$ cat src/rtl/db4_pkg.sv
// Shared constants for the DB4 lattice analysis/synthesis filters.
// c1(v) = v/4 + v/64 + v/256 ; a0(v) = 2v - c1(v) ; samples are prescaled by 2^8.
package db4_pkg;

  localparam int IW_DEF   = 9;
  localparam int DW_DEF   = 20;
  localparam int OW_DEF   = 9;

  localparam int C1_SH_A  = 2;
  localparam int C1_SH_B  = 6;
  localparam int C1_SH_C  = 8;
  localparam int SCALE_SH = 8;

  typedef enum logic {
    MUL_C1 = 1'b0,
    MUL_A0 = 1'b1
  } mul_sel_e;

endpackage

$ cat src/rtl/db4_csd_mul.sv
// Shift-add constant multiplier for the lattice coefficients c1 or a0.
module db4_csd_mul
  import db4_pkg::*;
#(
  parameter int       DW  = DW_DEF,
  parameter mul_sel_e SEL = MUL_C1
) (
  input  logic signed [DW-1:0] v,
  output logic signed [DW-1:0] y
);

  logic signed [DW-1:0] tail;

  // a0 shares the c1 partial-product sum: a0(v) = 2v - c1(v)
  always_comb begin
    tail = (v >>> C1_SH_A) + (v >>> C1_SH_B) + (v >>> C1_SH_C);
    if (SEL == MUL_C1) y = tail;
    else               y = (v <<< 1) - tail;
  end

endmodule

$ cat src/rtl/db4_synlatti.sv
// DB4 inverse lattice (synthesis) filter: one g/h pair in, two samples out.
//   state   | meaning
//   PH_EVEN | ready for a pair; emits xl on acceptance
//   PH_ODD  | emits the held xu sample, input ignored
module db4_synlatti
  import db4_pkg::*;
#(
  parameter int IW = IW_DEF,
  parameter int DW = DW_DEF,
  parameter int OW = OW_DEF
) (
  input  logic                 clk,
  input  logic                 reset,
  input  logic                 in_valid,
  output logic                 in_ready,
  input  logic signed [IW-1:0] g_in,
  input  logic signed [IW-1:0] h_in,
  output logic                 out_valid,
  output logic signed [OW-1:0] x_out,
  output logic                 phase
);

  localparam logic [0:0] PH_EVEN = 1'b0;
  localparam logic [0:0] PH_ODD  = 1'b1;

  logic signed [DW-1:0] g_s, h_s;
  logic signed [DW-1:0] c1_g, c1_h, a0_ud, a0_l;
  logic signed [DW-1:0] u, l, xl, xu;
  logic signed [DW-1:0] u_d, xu_r;

  assign g_s = DW'(g_in) <<< SCALE_SH;
  assign h_s = DW'(h_in) <<< SCALE_SH;

  db4_csd_mul #(.DW(DW), .SEL(MUL_C1)) u_c1_h  (.v(h_s), .y(c1_h));
  db4_csd_mul #(.DW(DW), .SEL(MUL_C1)) u_c1_g  (.v(g_s), .y(c1_g));
  db4_csd_mul #(.DW(DW), .SEL(MUL_A0)) u_a0_ud (.v(u_d), .y(a0_ud));
  db4_csd_mul #(.DW(DW), .SEL(MUL_A0)) u_a0_l  (.v(l),   .y(a0_l));

  assign u  = g_s + c1_h;
  assign l  = h_s - c1_g;
  // stage 0 pairs the previous upper branch with the current lower branch
  assign xl = (a0_ud + l) >>> 2;
  assign xu = (u_d - a0_l) >>> 2;

  assign in_ready = (phase == PH_EVEN);

  always_ff @(posedge clk) begin
    if (reset) begin
      phase     <= PH_EVEN;
      out_valid <= 1'b0;
      x_out     <= '0;
      u_d       <= '0;
      xu_r      <= '0;
    end else if (phase == PH_ODD) begin
      x_out     <= OW'(xu_r >>> SCALE_SH);
      out_valid <= 1'b1;
      phase     <= PH_EVEN;
    end else if (in_valid) begin
      u_d       <= u;
      xu_r      <= xu;
      x_out     <= OW'(xl >>> SCALE_SH);
      out_valid <= 1'b1;
      phase     <= PH_ODD;
    end else begin
      out_valid <= 1'b0;
    end
  end

endmodule
$ cat config.mk
export PLATFORM = sky130hd
export DESIGN_NAME = db4_synlatti
export DESIGN_NICKNAME = d
export VERILOG_FILES = /design/src/rtl/db4_pkg.sv /design/src/rtl/db4_csd_mul.sv /design/src/rtl/db4_synlatti.sv
export SDC_FILE = /design/constraint.sdc
export NUM_CORES = 1
export LEC_CHECK = 0
export CORE_ASPECT_RATIO = 0.5
export CORE_MARGIN = 2
export CORE_UTILIZATION = 59
export DETAILED_ROUTE_END_ITERATION = 8
export HOLD_SLACK_MARGIN = 0.06
export PLACE_DENSITY = 0.79
export SLEW_MARGIN = 20
export SYNTH_ARGS = -nofsm -noshare
export SYNTH_HDL_FRONTEND = slang
export SYNTH_HIERARCHICAL = 1
export SYNTH_SLANG_ARGS = --single-unit
$ cat constraint.sdc
create_clock -name clk -period 7.5 [get_ports clk]
set_input_delay 0.75 -clock clk [delete_from_list [all_inputs] [get_ports clk]]
set_output_delay 0.75 -clock clk [all_outputs]
set_load 0.02 [all_outputs]
Figure 1. Where the registers sit.
Bar = 50 µm. Other sequential cells in the stronger grey, the rest of the logic in the fainter grey.
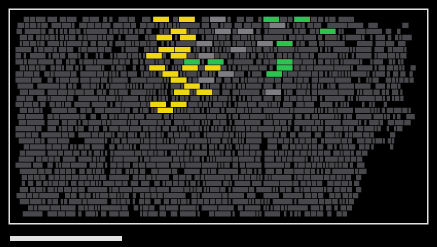
u_d: marked yellow, sequential cells 20. xu_r: marked green, sequential cells 9.

Figure 2. M3 wires.
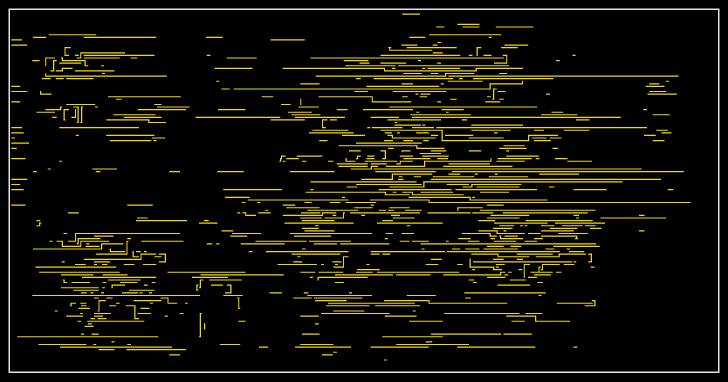
The longest straight run is 70.4 µm. The layer carries 4,560 µm of wire. 399 nets have wire on it. The layer holds 12% of the routed length.

==> deck_impl_summary.md <==
Key Metrics from the Run

Setup path
  • Crit-path max cell delay: 0.59 ns
  • CP required: 7.67 ns
  • Startpoint Class: primary input
  • CP arrival: 8.44 ns
  • Crit path max-delay cell type: fa_1
  • Max FO, Critical Path: 5
  • Worst Setup EP: xu_r[13]
  • Crit Path Category: primary input to flop
  • Critical R2R Launch: u_d[11]

Route
  • Routed wire length: 39,010 µm
  • Top Metal Used: met4
  • DRC: 2
  • WL met1: 14,260 µm
  • Via density: 6.508
  • DRT Pass-1 Iters: 9
  • Vias after detailed routing: 11,230

Die
  • # rows: 33
  • Chip Width: 186.5 µm
  • Die H: 95.27 µm
  • Ports: 33
  • Core Area: 0.01635 mm²

Clock tree
  • Root Driver: clkbuf_16
  • Buffer depth of the longest clock path: 2

Place
  • Port Buffers: 32
  • # placed instances: 1,655
  • Final HPWL from detailed placement: 25,030 µm
  • Placed inst area: 0.01205 mm²

Layout
  • Largest regs: u_d: 20 flops, x_out: 9 flops, xu_r: 9 flops
  • Share of cells above drive strength 1: 0.3124
  • Leading cell kind: logic gates
  • Clock-cell share: 0.01314
  • Logic area: 0.009099 mm²
  • Area growth syn-to-layout: 37.57%
  • Signal buf overhead: 0.1734
  • Final core occ: 0.8269
  • Flop count: 40
  • Most frequent logic cell in the layout: buf_4
  • Max reg flops: 20
  • Comb gates: 943
  • Layout net count: 1,742
  • Register area: 800.8 µm²

Final timing
  • Setup slack after layout: -0.7672 ns
  • Worst Skew: 0.005775 ns
  • Worst hold slack: 0.4866 ns
  • Setup Total Neg Slack: -5.013 ns
  • Worst rel slew slack: 0.2656
  • Final Max Slew Viols: 0
  • Finish-stage setup viols: 9

Logic synthesis
  • Synthesized area: 0.009828 mm²
  • Syn_area_per_cell: 8.109 µm²

Global routing
  • Met1 Use GR: 0.4693
  • Met2 Use GR: 0.6328
  • Global route total overflow: 0
  • Initial antenna violation count: 0

Outcome
  • Outcome: complete, but fails checks
  • Failing checks: DRC, setup timing

Hold path
  • Hold Path Depth: 2
  • Worst hold path class: flop to flop

Job
  • Max_cap viols: 0
Figure 3. Gate-type map.
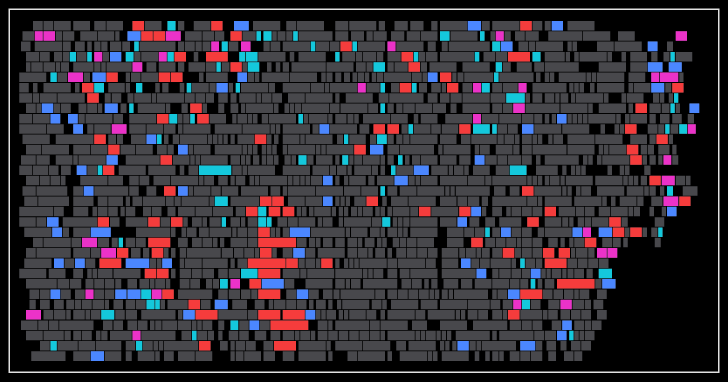
xor and xnor cells: marked red, cells 91, most used xnor2_1, where spread over the die. and/or cells: marked magenta, cells 36, most used and3_1, where spread over the die. non-inverting ao/oa cells: marked blue, cells 69, most used a21o_1, where spread over the die. nor cells: marked cyan, cells 84, most used nor2_1, where spread over the die.

Figure 4. Signal wires on met2.
Bar = 50 µm.
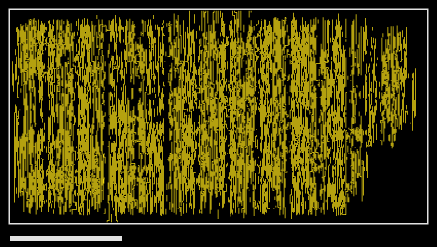
The longest straight run is 59.8 µm. 1,607 nets have wire on it. The wires run mostly vertical.

